## src/rtl/mem_port_rr_arbiter_pkg.sv

```systemverilog
// Shared constants and helpers for the memory-port arbiters.
package mem_port_rr_arbiter_pkg;

    localparam int NUM_PE_DEFAULT  = 3;
    localparam int AW_DEFAULT      = 32;
    localparam int DW_DEFAULT      = 32;
    localparam int MEM_LAT_DEFAULT = 1;

    // Width of a requester index; never below one bit so a single-PE build still has a legal vector.
    function automatic int idx_width(input int n);
        return (n > 1) ? $clog2(n) : 1;
    endfunction

endpackage

```

## src/rtl/mem_port_rr_arbiter_rr_pick.sv

```systemverilog
// Round-robin pick: first set candidate at or above ptr_i, wrapping modulo N.
// Purely combinational so the grant lands in the same cycle as the request.
module mem_port_rr_arbiter_rr_pick
    import mem_port_rr_arbiter_pkg::*;
#(
    parameter int N  = NUM_PE_DEFAULT,
    parameter int IW = idx_width(N)
) (
    input  logic [N-1:0]  cand_i,
    input  logic [IW-1:0] ptr_i,
    output logic [N-1:0]  onehot_o
);

    logic found;
    int   pos;

    // Scan from the pointer upward; the first hit wins and later hits are ignored.
    always_comb begin
        onehot_o = '0;
        found    = 1'b0;
        pos      = 0;
        for (int off = 0; off < N; off++) begin
            pos = int'(ptr_i) + off;
            if (pos >= N) begin
                pos = pos - N;
            end
            if (!found && cand_i[IW'(pos)]) begin
                onehot_o[IW'(pos)] = 1'b1;
                found              = 1'b1;
            end
        end
    end

endmodule

```

## src/rtl/mem_port_rr_arbiter.sv

```systemverilog
// Shares one SRAM port among NUM_PE requesters: round-robin with a static
// high-priority override, fixed-latency response pipe routing data back.
module mem_port_rr_arbiter
    import mem_port_rr_arbiter_pkg::*;
#(
    parameter int NUM_PE  = NUM_PE_DEFAULT,
    parameter int AW      = AW_DEFAULT,
    parameter int DW      = DW_DEFAULT,
    parameter int MEM_LAT = MEM_LAT_DEFAULT
) (
    input  logic                     i_clk,
    input  logic                     i_rst_n,
    input  logic [NUM_PE-1:0]        i_hp_mask,
    input  logic [NUM_PE-1:0]        i_req,
    input  logic [NUM_PE*AW-1:0]     i_addr,
    input  logic [NUM_PE*DW-1:0]     i_wdata,
    input  logic [NUM_PE-1:0]        i_we,
    input  logic [NUM_PE*DW/8-1:0]   i_be,
    output logic [NUM_PE-1:0]        o_gnt,
    output logic [NUM_PE-1:0]        o_rvalid,
    output logic [NUM_PE*DW-1:0]     o_rdata,
    input  logic                     i_mem_ready,
    output logic                     o_mem_req,
    output logic [AW-1:0]            o_mem_addr,
    output logic [DW-1:0]            o_mem_wdata,
    output logic                     o_mem_we,
    output logic [DW/8-1:0]          o_mem_be,
    input  logic [DW-1:0]            i_mem_rdata
);

    localparam int IW = idx_width(NUM_PE);
    localparam int BW = DW / 8;

    logic [NUM_PE-1:0] hp_req;
    logic [NUM_PE-1:0] cand;
    logic [NUM_PE-1:0] winner;
    logic [IW-1:0]     win_idx;
    logic [IW-1:0]     rr_ptr_q;

    logic              pipe_vld_q [MEM_LAT];
    logic [IW-1:0]     pipe_idx_q [MEM_LAT];
    logic              out_vld;
    logic [IW-1:0]     out_idx;

    // High-priority requesters shadow everyone else whenever any of them is asking.
    assign hp_req = i_req & i_hp_mask;
    assign cand   = (|hp_req) ? hp_req : i_req;

    mem_port_rr_arbiter_rr_pick #(
        .N  (NUM_PE),
        .IW (IW)
    ) u_rr_pick (
        .cand_i   (cand),
        .ptr_i    (rr_ptr_q),
        .onehot_o (winner)
    );

    assign o_mem_req = (|i_req) & i_mem_ready;
    assign o_gnt     = winner & {NUM_PE{o_mem_req}};

    // Encode the one-hot winner so it can travel down the response pipe.
    always_comb begin
        win_idx = '0;
        for (int k = 0; k < NUM_PE; k++) begin
            if (winner[k]) begin
                win_idx = IW'(k);
            end
        end
    end

    // Steer the winner's request onto the SRAM port; idle port drives zeros.
    always_comb begin
        o_mem_addr  = '0;
        o_mem_wdata = '0;
        o_mem_we    = 1'b0;
        o_mem_be    = '0;
        for (int k = 0; k < NUM_PE; k++) begin
            if (o_mem_req && winner[k]) begin
                o_mem_addr  = i_addr[k*AW +: AW];
                o_mem_wdata = i_wdata[k*DW +: DW];
                o_mem_we    = i_we[k];
                o_mem_be    = i_be[k*BW +: BW];
            end
        end
    end

    generate
        if (NUM_PE > 1) begin : g_ptr
            logic [IW-1:0] rr_ptr_d;

            // Next pointer sits just past the accepted winner; a stalled port leaves it alone.
            always_comb begin
                rr_ptr_d = rr_ptr_q;
                if (o_mem_req) begin
                    rr_ptr_d = (win_idx == IW'(NUM_PE - 1)) ? '0 : win_idx + 1'b1;
                end
            end

            // Round-robin pointer register.
            always_ff @(posedge i_clk or negedge i_rst_n) begin
                if (!i_rst_n) begin
                    rr_ptr_q <= '0;
                end else begin
                    rr_ptr_q <= rr_ptr_d;
                end
            end
        end else begin : g_ptr_fixed
            // A lone requester has nothing to rotate through.
            assign rr_ptr_q = '0;
        end
    endgenerate

    // Response pipe: stage 0 captures each accepted request, later stages just delay it.
    always_ff @(posedge i_clk or negedge i_rst_n) begin
        if (!i_rst_n) begin
            for (int s = 0; s < MEM_LAT; s++) begin
                pipe_vld_q[s] <= 1'b0;
                pipe_idx_q[s] <= '0;
            end
        end else begin
            pipe_vld_q[0] <= o_mem_req;
            pipe_idx_q[0] <= win_idx;
            for (int s = 1; s < MEM_LAT; s++) begin
                pipe_vld_q[s] <= pipe_vld_q[s-1];
                pipe_idx_q[s] <= pipe_idx_q[s-1];
            end
        end
    end

    assign out_vld = pipe_vld_q[MEM_LAT-1];
    assign out_idx = pipe_idx_q[MEM_LAT-1];

    // Demux the SRAM read data to whichever requester owns the response leaving the pipe.
    generate
        for (genvar gi = 0; gi < NUM_PE; gi++) begin : g_resp
            assign o_rvalid[gi]          = out_vld && (out_idx == IW'(gi));
            assign o_rdata[gi*DW +: DW]  = o_rvalid[gi] ? i_mem_rdata : '0;
        end
    endgenerate

endmodule

```

## config.mk

```make
export PLATFORM = sky130hd
export DESIGN_NAME = mem_port_rr_arbiter
export DESIGN_NICKNAME = d
export VERILOG_FILES = /design/src/rtl/mem_port_rr_arbiter_pkg.sv /design/src/rtl/mem_port_rr_arbiter_rr_pick.sv /design/src/rtl/mem_port_rr_arbiter.sv
export SDC_FILE = /design/constraint.sdc
export NUM_CORES = 1
export LEC_CHECK = 0
export ABC_AREA = 1
export CAP_MARGIN = 25
export CELL_PAD_IN_SITES_DETAIL_PLACEMENT = 1
export CELL_PAD_IN_SITES_GLOBAL_PLACEMENT = 2
export CORE_ASPECT_RATIO = 0.7
export CORE_UTILIZATION = 10
export CTS_BUF_LIST = sky130_fd_sc_hd__clkbuf_8
export DETAILED_ROUTE_END_ITERATION = 7
export PLACE_DENSITY_LB_ADDON = 0.1
export SLEW_MARGIN = 10
export SYNTH_ARGS = -nofsm -noshare
export SYNTH_HDL_FRONTEND = slang
export SYNTH_SLANG_ARGS = --single-unit
export TNS_END_PERCENT = 1
```

## constraint.sdc

```tcl
create_clock -name i_clk -period 5.8 [get_ports i_clk]
set_clock_uncertainty 0.15 [all_clocks]
set_input_delay 0.87 -clock i_clk [delete_from_list [all_inputs] [get_ports i_clk]]
set_output_delay 0.87 -clock i_clk [all_outputs]
set_load 0.02 [all_outputs]
```

==> results.txt, run 1 <==
worst-path fanout max = 66
Final Cycle Share = 83.4%
Yosys Chip Area = 3280 sq um
Slew @ Worst Pin = 0.762 ns
fp util = 10.2%
clock slew at reported path FFs = 0.03 ns
setup TNS = 0 ns
DRC violations left = 0
Cell Type Count = 22
Clock Tree Buf Depth = 2
commonest non-fill, non-tap cell in the layout = clkdlybuf4s50_1
Clock H-tree levels = 1
PD cells = 372 nW/um^2
clock tree sinks = 5
CTS Hold Bufs = 0
Setup CP Type = primary input to output pin
CP max stage cell = inv_4
Log Warnings = 29
number of routed nets with antenna violations = 0
CP bufs+invs = 5
core area = 32300 sq um
CP top delay family = buffers and inverters
Worst EP required = 4.78 ns
Mapped Area = 3280 sq um
Critical Path AT = 3.82 ns
post-cts resize count = 0
Detailed Place HPWL = 20.8 mm
final hold vios = 0
antenna violations before repair = 7
worst path cell trace = clkdlybuf4s50_1 -> nand2_2 -> nand3_1 -> nand2_1 -> nand3_1 -> nor2_1 -> inv_1 -> nor2_1 -> inv_4 -> buf_12 -> nand2_1 -> nor2_1 -> nor2_1 -> clkdlybuf4s50_1
Post-synth regs = 5
worst hold slack = 0.505 ns
maximum clock rate = 0.207 GHz
static leakage = 0.00365 uW
clk_lat worst skew = 0.22 ns
Post-CTS Setup Inserts = 0
CP most frequent cell = nor2_1
Cells after Synth = 748
TritonCTS buffer count = 3
initial drt markers = 241
Hold Crit Class = flip-flop to flip-flop
largest net degree at the start of global routing = 71
ys cells = 748
GRT overflow = 0
row count = 55
status = finished, final reports clean
Die H = 154 um
Max IR drop VDD = 0.389 mV
Post-synth seq share = 3.81%
MaxCap Viol Count = 0
CTS tree = done
Layout area overhead = 142%
nets@finish = 1378
Yosys warning total = 0
CP Capture Type = output pin
Die Wd = 218 um
Pre-antenna DRT Iters = 4
most common logic cells in the final layout = clkdlybuf4s50_1, nor2_1, nand3_1
Vias/cell = 3.85
RSZ-0062 raised after global routing = no
fill count = 4061
min Tclk post-route = 4.84 ns
Final Max Slew Viols = 0
Ports = 420
GP Congestion = 0.774
Syn Nets = 1000
layout cells sized above 1 = 2.40%
DIE AREA = 33500 sq um
first-pass GRT wire length = 38.3 mm
GRT Overall Usage = 14.8%
wire per inst = 16.9 um
CP startpoint kind = primary input
number of global-route vias before repair = 5924
CP max stage delay = 0.53 ns
setup violators final = 0
Root Buffer = clkbuf_8
Buffers on Ports = 419
syn_area_per_cell = 4.39 sq um
slew margin rel. = 49.2%
## run 1: registers in the layout, indices dropped and copies added (netlist names)
register and cells:
out_vld 1, rr_ptr_q 2, out_idx 2
## run 1: per-layer routing
layer  wire [um]  GRT usage [%]
met5          52              0
met2       13000           26.2
met4          53           1.07
met3        2100           4.17
met1       11100           18.3
## run 1: worst paths after layout
check | start | to | slack, ns | cells past startpoint
max in group asynchronous | i_rst_n | out_idx[0] | 4.57 | 1
max reg2reg | rr_ptr_q[0] | rr_ptr_q[0] | 3.49 | 11
min | rr_ptr_q[1] | rr_ptr_q[1] | 0.50 | 2
min reg2reg | rr_ptr_q[1] | rr_ptr_q[1] | 0.50 | 2
max | i_req[1] | o_mem_addr[15] | 0.96 | 14
min in group asynchronous | i_rst_n | out_vld | 0.73 | 1
## run 1: cell families after synthesis
family	after synthesis	share of synthesized area (%)
adder cells (fa/ha/maj)	4	1.53
flip-flops	5	3.81
buffers and inverters	108	15.2
AND-OR/OR-AND	7	1.41
AND/OR/NAND/NOR	624	78.1
## run 1: layout make-up
class	count	area, sq um	share of cell area, %
inverter	48	185	2.34
multi-input combinational	635	2670	33.6
clock buffer	3	41.3	0.521
antenna	4	10.0	0.126
clock inverter	1	3.75	0.0473
sequential	5	125	1.58
tap	427	534	6.74
timing repair buffer	433	4360	55.0
## run 1: stage by stage
stage               util, %  total power (uW)  setup WS (ns)  cell area, sq um  cells
floorplan                 -              1620           2.24              3280    748
global placement       24.4              2980          0.944              7870   1548
detailed placement     24.4              2970          0.891              7870   1548
CTS                    24.5              3040          0.880              7920   1552
global route           24.5              3240          0.588              7920   1553
finish                 24.6              2950          0.963              7930   1556
## run 1: Yosys cell counts
cell type | instances | share of area [%]
nand4_1 | 3 | 0.57
nand2_1 | 88 | 10
nor3_1 | 3 | 0.46
buf_4 | 2 | 0.46
nand2_2 | 4 | 0.76
o22ai_1 | 1 | 0.19
o31ai_1 | 1 | 0.23
o21ai_2 | 1 | 0.27
a21oi_2 | 1 | 0.27
buf_6 | 7 | 2.4
a21oi_1 | 2 | 0.31
inv_2 | 1 | 0.11
dfrtp_1 | 5 | 3.8
clkbuf_1 | 22 | 2.5
inv_1 | 47 | 5.4
buf_2 | 26 | 4.0
nand4_2 | 1 | 0.38
buf_1 | 3 | 0.34
nand3_1 | 151 | 23
ha_1 | 4 | 1.5
nor2_1 | 374 | 43
o21ai_0 | 1 | 0.15
## run 1: power by group
part	switching, uW	leakage (uW)	internal, uW
sequential	10.9	0.0000627	47.4
clock	18.3	0.0000269	45.5
combinational	1700	0.00356	1120
total	1730	0.00365	1220
## run 1: worst reg2reg max path: cells and delay by family (launching register included)
kind | cells | cell delay [ns]
adder cells (fa/ha/maj) | 1 | 0.36
buffers and inverters | 3 | 0.52
AND/OR/NAND/NOR | 6 | 0.61
flip-flops | 1 | 0.39
AND-OR/OR-AND | 1 | 0.12
**Run 1: close-up of the layout**

Bar = 5 um. Window x 45 to 65, y 105 to 125 um. Cells in grey, sequential cells in the stronger grey; small squares are vias.
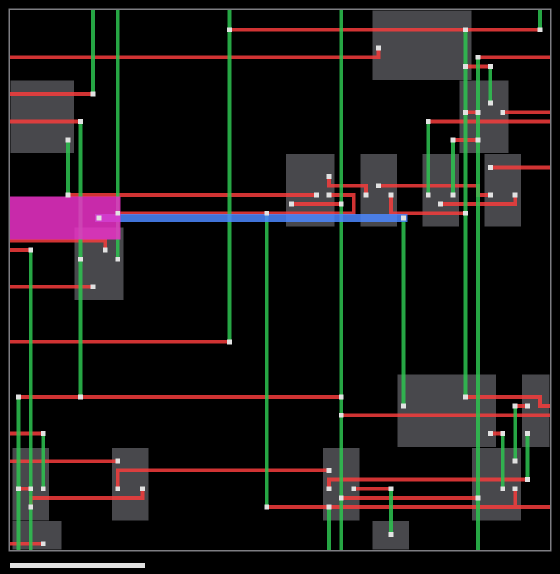
[green] M2
[blue] M3
[red] M1
[magenta] M5
sequential cells in the window: 0
cells with their middle in the window: 14
most frequent: nor2_1 (6), nand3_1 (4), clkdlybuf4s50_1 (3)

**Run 1: the metal 3 layer**

Bar = 50 um.
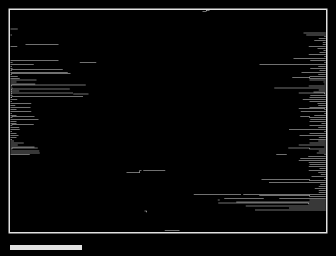
nets with wire on the layer: 149
longest straight run: 62.1 um
main direction: horizontal
wire length on this layer: 2100 um
detailed-route via count: 5985
Post-Route WL: 26.3 mm
GR Util met3: 4.17%

**Run 1: metal 2**

Bar = 50 um. Cells faint in the background.
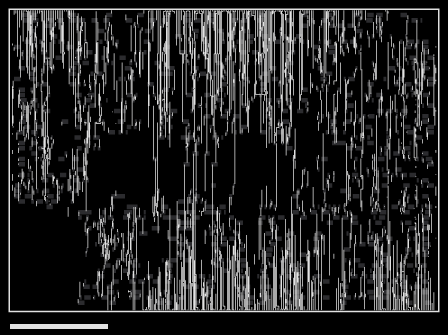
longest straight run: 79.6 um
share of all routed wire: 49%
nets with wire on the layer: 1090
main direction: vertical

**Run 1: routing congestion**

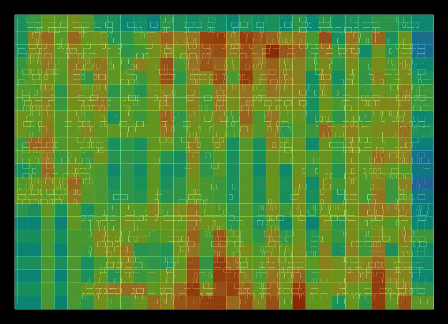

==> run 2: changes to the inputs <==
==> constraint.sdc (replaced) <==
create_clock -name i_clk -period 4.4 [get_ports i_clk]
set_clock_uncertainty 0.15 [all_clocks]
set_input_delay 0.66 -clock i_clk [delete_from_list [all_inputs] [get_ports i_clk]]
set_output_delay 0.66 -clock i_clk [all_outputs]
set_load 0.02 [all_outputs]
**Run 2: routing congestion**

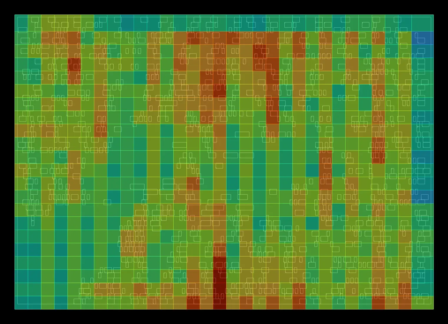
GR Util met3: 2.89%
met2 global-route usage: 26.7%

**Run 2: signal wires on met1**

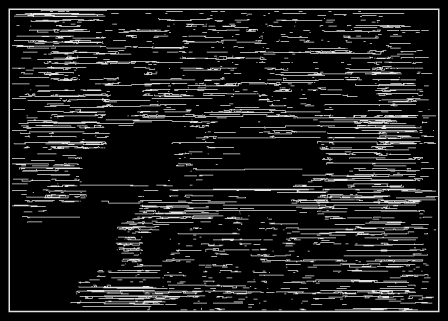
share of all routed wire: 44%
nets with wire on the layer: 1230
longest straight run: 64.9 um
wire length on this layer: 11700 um

==> run 2 against run 1 <==
Against the previous run:
- critical path type unchanged
- routed wire length rose by 2.3%
- synthesized area unchanged
- first-iteration DRC count is 9.1% higher
- die area did not move
- global-route usage rose by 0.20 points
==> results.txt, run 2 <==
Tot Pwr = 4200 uW (+42%)
Final Cycle Share = 95.3%
Final Max Slew Viols = 0 (unchanged)
DIE AREA = 33500 sq um (unchanged)
CP max stage cell = clkdlybuf4s50_1
Util after Layout = 25.1% (+0.56 points)
Post-CTS Setup Inserts = 0 (unchanged)
clock tree sinks = 5 (unchanged)
clock slew at reported path FFs = 0.04 ns (about the same)
worst-path fanout max = 34 (-48%)
fp util = 10.2% (unchanged)
Main synth FF type = dfrtp_1
GRT Overall Usage = 15.0% (+0.20 points)
Ports = 420 (unchanged)
leading area contributor after synthesis = nor2_1
static leakage = 0.00384 uW (+5.1%)
Syn Nets = 1000 (unchanged)
antenna violations before repair = 1 (-6)
CP bufs+invs = 4 (-1)
top cells by count, synth = nor2_1, nand3_1, nand2_1, inv_1, buf_2
Final WS setup = 0.207 ns (-0.757 ns)
Worst path depth = 15 (+1)
Max IR drop VDD = 0.404 mV (+3.8%)
R2R cell count = 13 (+2)
CP startpoint kind = primary input
clk_lat worst skew = 0.22 ns (about the same)
most common cell in the synthesized netlist = nor2_1
core area = 32300 sq um (unchanged)
Critical Path AT = 3.38 ns (-0.44 ns)
Post-synth regs = 5 (unchanged)
CP max stage delay = 0.53 ns (about the same)
Mapped Area = 3280 sq um (unchanged)
setup violators final = 0 (unchanged)
biggest area cells = nor2_1, nand3_1, nand2_1
Clock H-tree levels = 1 (unchanged)
ys cells = 748 (unchanged)
r2r setup slk = 1.86 ns (-1.63 ns)
fill count = 4120 (+1.5%)
pre-CTS setup slack = 0.148 ns (-0.743 ns)
number of routed nets with antenna violations = 0 (unchanged)
RSZ-0062 raised after global routing = yes
FF-to-FF Start = rr_ptr_q[0]
CTS Hold Bufs = 0 (unchanged)
Die H = 154 um (unchanged)
Cells after Synth = 748 (unchanged)
CP Capture Type = output pin
largest net degree at the start of global routing = 58 (-18%)
Yosys warning total = 0 (unchanged)
layout cells sized above 1 = 3.09% (+0.69 points)
worst path cell trace = clkdlybuf4s50_1 -> nand2_1 -> nand4_1 -> nand3_1 -> nand2_1 -> nand2_1 -> nand2_2 -> nand4_2 -> a21oi_4 -> buf_12 -> buf_4 -> nor2_1 -> nor2_1 -> nor2_1 -> clkdlybuf4s50_1
asr flop ratio synth = 100% (unchanged)
TritonCTS buffer count = 3 (unchanged)
CTS tree = done
Detailed Place HPWL = 21.3 mm (+2.6%)
wire per inst = 17.2 um (+2.0%)
PD cells = 518 nW/um^2 (+39%)
Log Warnings = 30 (+3.4%)
Finished Cell Area = 8110 sq um (+2.3%)
status = finished, final reports clean
first-pass GRT wire length = 39.0 mm (+2.0%)
post-cts resize count = 0 (unchanged)
Pre-antenna DRT Iters = 6 (+2)
detailed-route via count = 5992 (+0.12%)
count of flip-flops with a built-in enable after synthesis = 0 (unchanged)
Slew @ Worst Pin = 0.526 ns (-0.237 ns)
maximum clock rate = 0.238 GHz
DRC violations left = 0 (unchanged)
commonest non-fill, non-tap cell in the layout = clkdlybuf4s50_1
Post-Route WL = 26.9 mm (+2.3%)
Cell Type Count = 22 (unchanged)
Root Buffer = clkbuf_8
final hold vios = 0 (unchanged)
row count = 55 (unchanged)
area share, top type = 42.8% (unchanged)
syn_area_per_cell = 4.39 sq um (unchanged)
nets@finish = 1385 (+0.51%)
GRT overflow = 0 (unchanged)
GP Congestion = 0.772 (-0.27%)
worst setup path end = o_mem_addr[13]
worst reg2reg endpoint = rr_ptr_q[1]
Buffers on Ports = 419 (unchanged)
number of global-route vias before repair = 6137 (+3.6%)
Post-synth seq share = 3.81% (unchanged)
Layout area overhead = 147%
slew margin rel. = 64.9% (+16 points)
min Tclk post-route = 4.19 ns
Setup CP Type = primary input to output pin
Worst EP required = 3.59 ns (-1.19 ns)
most common logic cells in the final layout = clkdlybuf4s50_1, nor2_1, nand3_1
Yosys Chip Area = 3280 sq um (unchanged)
**Run 2: close-up of the layout**

Bar = 5 um. Window x 45 to 65, y 105 to 125 um. Cells in grey, sequential cells in the stronger grey; small squares are vias.
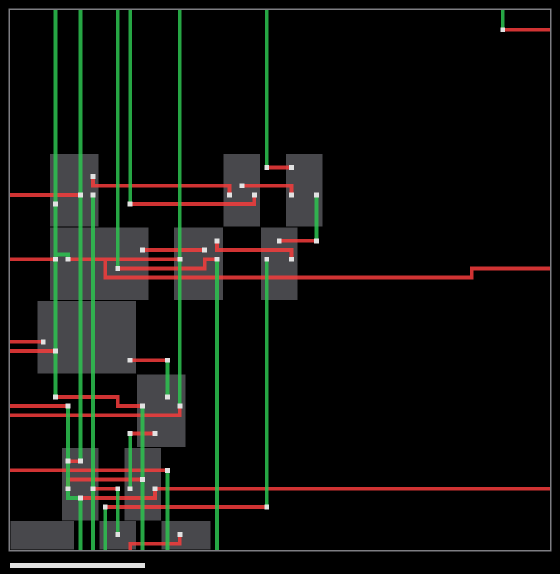
[green] M2
[red] M1
cells with their middle in the window: 10
most frequent: nor2_1 (4), nand3_1 (3), clkdlybuf4s50_1 (2)
sequential cells in the window: 0

-- run 2: metrics by stage --
stage	hold WS, ns	setup TNS, ns	std cells
3_5_place_dp	0.545	0	1553
4_1_cts	0.509	0	1557
6_report	0.510	0	1560
3_3_place_gp	0.544	0	1553
2_1_floorplan	0.214	0	748
5_1_grt	0.523	-0.0543	1559
-- run 2: power by group --
part	switching [uW]	total [uW]	leakage (uW)	internal, uW
clock network	22.4	82.2	0.0000269	59.8
logic	2350	4040	0.00375	1680
registers	16.1	78.6	0.0000627	62.5
-- run 2: area by class of cell --
type	instances	area (sq um)	area share, %
clock inverters	1	3.75	0.0463
repair buffers	440	4540	56.0
flip-flops and latches	5	125	1.54
multi-input cells	635	2680	33.0
well taps	427	534	6.59
clock buffers	3	41.3	0.509
inverters	48	185	2.28
diodes	1	2.50	0.0309
-- run 2: metal layers --
layer | wire length [um] | up-vias | GRT usage, %
met5 | 0 | - | 0
met4 | 155 | 0 | 1.43
met3 | 1790 | 8 | 2.89
met2 | 13200 | 159 | 26.7
met1 | 11700 | 2745 | 19.1
li1 | - | 3080 | -
-- run 2: worst min path at each step --
| stage | from | to | depth (start not counted) |
|---|---|---|---|
| floorplan | i_rst_n | out_idx[0] | 0 |
| global placement | rr_ptr_q[1] | rr_ptr_q[1] | 2 |
| detailed placement | rr_ptr_q[1] | rr_ptr_q[1] | 2 |
| CTS | i_rst_n | out_vld | 1 |
| global route | i_rst_n | out_vld | 1 |
| finish | i_rst_n | out_vld | 1 |
-- run 2: cells by family (layout without fill, tap and decap cells) --
logic type / Yosys count / in the layout / share of synthesized area, %
simple gates: 624 / 624 / 78.1
other cells: 0 / 1 / 0
compound gates: 7 / 7 / 1.41
buf+inv: 108 / 492 / 15.2
flops: 5 / 5 / 3.81
fa+ha+maj: 4 / 4 / 1.53
Power and IR drop assume default switching activity.
